Fig. 1: routed metal, one colour a layer
(4 px per µm) Only two layers are drawn.
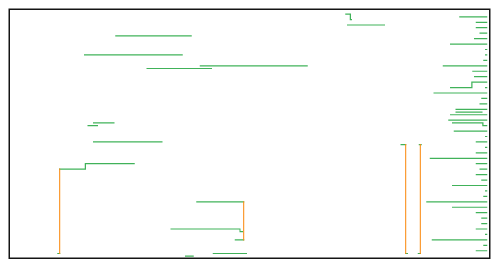
Fig. 2: M1 wires
(6 px per µm) Supply wires on this layer in grey. Cells faint in the background.
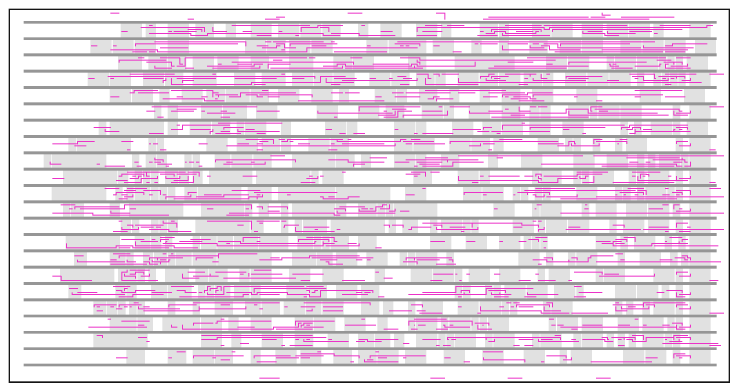
Fig. 3: pin map
(4 px per µm) Pins as bars across the die edge, other pins in grey.
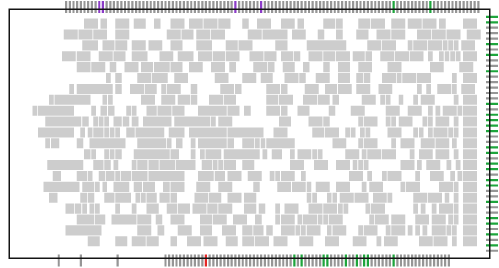
<file path="config.mk">
export PLATFORM = sky130hd
export DESIGN_NAME = dmem_arbiter
export DESIGN_NICKNAME = d
export VERILOG_FILES = /design/src/rtl/dmem_arbiter.sv
export SDC_FILE = /design/constraint.sdc
export NUM_CORES = 1
export LEC_CHECK = 0
export ABC_AREA = 1
export CORE_ASPECT_RATIO = 0.5
export CORE_MARGIN = 2
export CORE_UTILIZATION = 23
export CTS_CLUSTER_SIZE = 20
export DETAILED_ROUTE_END_ITERATION = 10
export PLACE_DENSITY_LB_ADDON = 0.15
export SLEW_MARGIN = 20
export SYNTH_ARGS = -nofsm -noshare
export SYNTH_HDL_FRONTEND = slang
export SYNTH_SLANG_ARGS = --single-unit
export TNS_END_PERCENT = 10
</file>
<file path="constraint.sdc">
create_clock -name clk -period 2.25 [get_ports clk]
set_clock_uncertainty 0.15 [all_clocks]
set_input_delay 0.3375 -clock clk [delete_from_list [all_inputs] [get_ports clk]]
set_output_delay 0.3375 -clock clk [all_outputs]
set_load 0.005 [all_outputs]
</file>
<file path="src/rtl/dmem_arbiter.sv">
`default_nettype none
// ============================================================================
// dmem_arbiter : two-master round-robin data-memory port arbiter with an
//                M1 burst lock bounded by a starvation watchdog.
// Revision     : 1.0
// ============================================================================
module dmem_arbiter #(
  parameter int AW       = 7,
  parameter int DW       = 32,
  parameter int MAX_LOCK = 16
) (
  input  logic          clk,
  input  logic          rst,
  input  logic          m0_req,
  input  logic          m0_we,
  input  logic [AW-1:0] m0_addr,
  input  logic [DW-1:0] m0_wdata,
  input  logic [3:0]    m0_wstrb,
  output logic          m0_gnt,
  output logic          m0_rvalid,
  output logic [DW-1:0] m0_rdata,
  input  logic          m1_req,
  input  logic          m1_we,
  input  logic [AW-1:0] m1_addr,
  input  logic [DW-1:0] m1_wdata,
  input  logic [3:0]    m1_wstrb,
  input  logic          m1_lock,
  output logic          m1_gnt,
  output logic          m1_rvalid,
  output logic [DW-1:0] m1_rdata,
  output logic          mem_en,
  output logic          mem_we,
  output logic [AW-1:0] mem_addr,
  output logic [DW-1:0] mem_wdata,
  output logic [3:0]    mem_wstrb,
  input  logic [DW-1:0] mem_rdata
);

  localparam logic [7:0] c_max_lock = 8'(MAX_LOCK);

  typedef enum logic [0:0] {
    ST_RR   = 1'b0,
    ST_LOCK = 1'b1
  } state_t;

  state_t      r_state;
  logic        r_last_gnt;
  logic [7:0]  r_lock_cnt;
  logic        r_rd_pend;
  logic        r_resp_id;

  logic        w_gnt0;
  logic        w_gnt1;
  logic        w_any_gnt;
  logic [7:0]  w_lock_cnt_nxt;
  logic        w_max_hit;

  // Grants are gated by reset so every output is quiet while rst is low.
  always_comb begin
    w_gnt0 = 1'b0;
    w_gnt1 = 1'b0;
    if (rst) begin
      if (r_state == ST_LOCK) begin
        if (m1_req)      w_gnt1 = 1'b1;
        else if (m0_req) w_gnt0 = 1'b1;
      end else if (m0_req && m1_req) begin
        if (r_last_gnt) w_gnt0 = 1'b1;
        else            w_gnt1 = 1'b1;
      end else begin
        w_gnt0 = m0_req;
        w_gnt1 = m1_req;
      end
    end
  end

  assign w_any_gnt = w_gnt0 | w_gnt1;

  always_comb begin
    mem_en    = w_any_gnt;
    mem_we    = 1'b0;
    mem_addr  = '0;
    mem_wdata = '0;
    mem_wstrb = '0;
    if (w_gnt0) begin
      mem_we    = m0_we;
      mem_addr  = m0_addr;
      mem_wdata = m0_wdata;
      mem_wstrb = m0_wstrb;
    end else if (w_gnt1) begin
      mem_we    = m1_we;
      mem_addr  = m1_addr;
      mem_wdata = m1_wdata;
      mem_wstrb = m1_wstrb;
    end
  end

  // Watchdog only runs while M0 is actually waiting on a locked M1.
  always_comb begin
    w_lock_cnt_nxt = r_lock_cnt;
    if (!m0_req)     w_lock_cnt_nxt = 8'd0;
    else if (w_gnt1) w_lock_cnt_nxt = r_lock_cnt + 8'd1;
  end

  assign w_max_hit = (w_lock_cnt_nxt >= c_max_lock);

  always_ff @(posedge clk or negedge rst) begin
    if (!rst) begin
      r_state    <= ST_RR;
      r_last_gnt <= 1'b1;
      r_lock_cnt <= 8'd0;
      r_rd_pend  <= 1'b0;
      r_resp_id  <= 1'b0;
    end else begin
      r_rd_pend <= w_any_gnt && !mem_we;
      if (w_any_gnt) begin
        r_last_gnt <= w_gnt1;
        r_resp_id  <= w_gnt1;
      end
      case (r_state)
        ST_RR: begin
          r_lock_cnt <= 8'd0;
          if (w_gnt1 && m1_lock) r_state <= ST_LOCK;
        end
        ST_LOCK: begin
          if (!m1_req || !m1_lock || w_max_hit) begin
            r_state    <= ST_RR;
            r_lock_cnt <= 8'd0;
            if (w_max_hit) r_last_gnt <= 1'b1;
          end else begin
            r_lock_cnt <= w_lock_cnt_nxt;
          end
        end
        default: begin
          r_state    <= ST_RR;
          r_lock_cnt <= 8'd0;
        end
      endcase
    end
  end

  assign m0_gnt    = w_gnt0;
  assign m1_gnt    = w_gnt1;
  assign m0_rvalid = r_rd_pend && !r_resp_id;
  assign m1_rvalid = r_rd_pend &&  r_resp_id;
  assign m0_rdata  = m0_rvalid ? mem_rdata : '0;
  assign m1_rdata  = m1_rvalid ? mem_rdata : '0;

endmodule
`default_nettype wire
</file>
==> notes.md <==
Finish
• share of cells above drive strength 1: 0.183
• top logic cell by instance count in the layout: sky130_fd_sc_hd__clkdlybuf4s50_1
• Total Nets Final: 631
• top library cells by usage in the layout, fill and taps aside: sky130_fd_sc_hd__clkdlybuf4s50_1 (188), sky130_fd_sc_hd__nor2_1 (73), sky130_fd_sc_hd__inv_1 (44), sky130_fd_sc_hd__a22o_1 (43), sky130_fd_sc_hd__clkbuf_2 (31)
• Layout area overhead: 172%
• core utilization of the finished layout: 0.637
• non-filler cells, final: 596
• fin area: 4200 µm²
• antenna diode count: 0

Drt
• DRT met1 WL: 3870 µm
• count of vias placed by the detailed router: 2522
• total length of routed met2 wires: 4390 µm
• number of remaining DRC errors: 0
• uppermost layer routed: met4
• DR WL/cell: 14.7 µm
• count of nets left with antenna violations after detail routing: 0
• average via count per standard cell: 4.23
• Final Routed Wirelength: 8730 µm
• DRT Pass-1 Iters: 5
• met3 wire len: 391 µm
• Iteration-0 DRC Markers: 104

Yosys
• XOR/XNOR Fraction of Synth Area: 0
• Yosys Instances: 248
• gate count of the mapped netlist: 248
• register share after synthesis: 0.196
• chip area estimate from yosys synthesis: 1540 µm²
• AND/OR/NAND/NOR Cells, Area Fraction: 0.321
• aoi/oai-family share of the synthesized area: 0.294
• FA/HA/MAJ Cells, Area Fraction: 0.00812
• synthesized flop and latch total: 12
• top cells, area: sky130_fd_sc_hd__a22o_1 (25%), sky130_fd_sc_hd__nor2_1 (18%), sky130_fd_sc_hd__dfrtp_1 (18%), sky130_fd_sc_hd__inv_1 (11%), sky130_fd_sc_hd__nand2_1 (5.1%)
• main combinational cell family by area after synthesis: simple AND/OR/NAND/NOR gates
• Syn Std Cell Area: 1540 µm²
• Post-Synthesis Mean Instance Area: 6.22 µm²
• area fraction in mux cells: 0
• Syn. warnings: 0
• area share, top type: 0.250
• cell taking the most area after synthesis: sky130_fd_sc_hd__a22o_1
• number of unique standard cell types used by synthesis: 26

Setup path
• longest individual stage delay on the worst path: 0.55 ns
• series of cell instances along the critical path: nand2_1 > nand2_1 > nand2_2 > nor2_4 > buf_12 > buf_12 > a22o_1 > clkdlybuf4s15_1
• Worst Path Arrival: 1.78 ns
• source of the worst register-to-register timing path: r_last_gnt$_DFF_PN1_
• required time at the endpoint of the critical path: 1.76 ns
• classification of the worst setup path: flop to output pin
• largest fanout on the critical path: 18
• number of buffer and inverter stages on the critical path: 3
• Top delay family on crit path: flip-flops
• Startpoint Class: flop
• Max stage delay cell, worst path: sky130_fd_sc_hd__dfstp_2
• worst setup path startpoint: r_last_gnt$_DFF_PN1_
• crit end category: output pin

STA
• setup repair after global routing missed its margin: true
• Total Neg Setup Slack: -0.0170 ns
• Hold Slack: 0.0714 ns
• final worst path period need: 2.27 ns
• Fmax achieved: 0.441 GHz
• final setup vio count: 1
• final-report max-slew violation count: 0
• fin worst setup slack: -0.0170 ns
• part of the cycle the worst path needs: 1.01
• hold violation count in the final report: 0

GRT
• number of global-route vias before repair: 2175
• number of antenna violations at the first check in global routing: 0
• GRT overflow: 0
• largest net degree at the start of global routing: 34
• wire length of the first global-routing pass: 12000 µm
• total routing usage reported by global routing: 0.210

Die
• Cell Rows: 21
• number of top-level pins: 238
• core utilization before placement: 0.234
• Total Die Area: 7410 µm²
• die span in y: 61.9 µm
• horizontal die dimension: 120 µm
• core area: 6600 µm²

Placed design
• Port Buffers: 237
• Placer Congestion: 0.876
• area of placed instances: 4120 µm²
• number of placed instances with taps included: 582
• placed wire-length estimate after detailed placement: 6980 µm
• post-place setup slack: -0.305 ns

Power
• power consumption: 1.49 mW
• leakage power total: 2.00 nW
• peak ir drop on the vdd network: 0.272 mV
• power density relative to cell area: 355 nW/µm²

Clocking
• clock tree from TritonCTS: yes
• clock buffers created by TritonCTS: 3
• Post-CTS Resized: 98
• CTS max path bufs: 2
• hold bufs inserted after CTS: 0
• clock-pin slew on the worst setup and hold paths: 0.05 ns
• insertion delay to the later sink of the worst-skew pair: 0.24 ns
• Root Driver: sky130_fd_sc_hd__clkbuf_16
• setup fix buffers added after clock tree synthesis: 6
• H-tree level count: 1
• sinks on the clock net: 12

Status
• violated checks: negative setup slack
• result of the run: finished, violations left

Worst hold path
• class of the most critical hold timing path: input port to async pin

Job
• Max-cap violations: 0
• number of warnings in the stage logs: 28

Back to the opening pictures, Fig. 1:
- green: M3 (wire length 391 µm)
- orange: M4 (wire length 85.0 µm)

Back to the opening pictures, Fig. 2:
- longest straight run: 42.8 µm
- wire length on this layer: 3870 µm
- share of all routed wire: 44%

Back to the opening pictures, Fig. 3:
- purple: mem_wstrb (pins 4; direction output; edge north)
- green: m1_rdata (pins 32; direction output; edge 21 east, 9 south, 2 north)
- red: m1_gnt (pins 1; direction output; edge south)

==> state kept, by name, indices dropped and copies added, names as in the netlist <==
signal      cells
r_state         1
r_lock_cnt      8
r_last_gnt      1
r_resp_id       1
r_rd_pend       1
==> layout make-up <==
class                           count  area (µm²)
Fill cell                         607        2400
Timing Repair Buffer              265        2510
Multi-Input combinational cell    176        1000
Sequential cell                    12         302
Inverter                           47         181
Clock buffer                        4        88.8
Tap cell                           92         115
==> power breakdown <==
part / internal, mW / switching, mW
logic: 0.552 / 0.326
clock network: 0.269 / 0.0980
registers: 0.234 / 0.0108
total: 1.06 / 0.434
==> synth_stat cells (all sizes together) <==
master and number:
nor2 79, inv 47, a22o 44, nand2 25, dfrtp 11, nand3 10
buf 9, clkbuf 7, o21ai 5, a21oi 3, a31o 1, and3 1
conb 1, dfstp 1, ha 1, nand4 1, o211ai 1, o21bai 1
==> worst paths after layout <==
path | endpoint | slack (ns) | cells past startpoint
worst max-delay path | mem_wdata[10] | -0.02 | 8
worst min-delay path | r_state$_DFF_PN0_ | 0.07 | 2
worst max register to register | r_state$_DFF_PN0_ | 0.42 | 11
worst min register to register | r_last_gnt$_DFF_PN1_ | 0.39 | 2
max in group asynchronous | r_last_gnt$_DFF_PN1_ | 1.68 | 2
min in group clk | r_last_gnt$_DFF_PN1_ | 0.39 | 2
==> metal layers <==
metal  vias to the layer above  global-route usage
met3                         8              0.0338
met2                        78               0.376
li1                       1305                   -
met5                         -                   0
met1                      1131               0.278
met4                         0              0.0403
==> cell families after synthesis <==
| kind of cell | Yosys count |
|---|---|
| adders and majority gates | 1 |
| DFF | 12 |
| other | 1 |
| AOI/OAI and AO/OA | 55 |
| and+or+nand+nor | 116 |
| buffers and inverters | 63 |
Power and IR drop assume default switching activity.
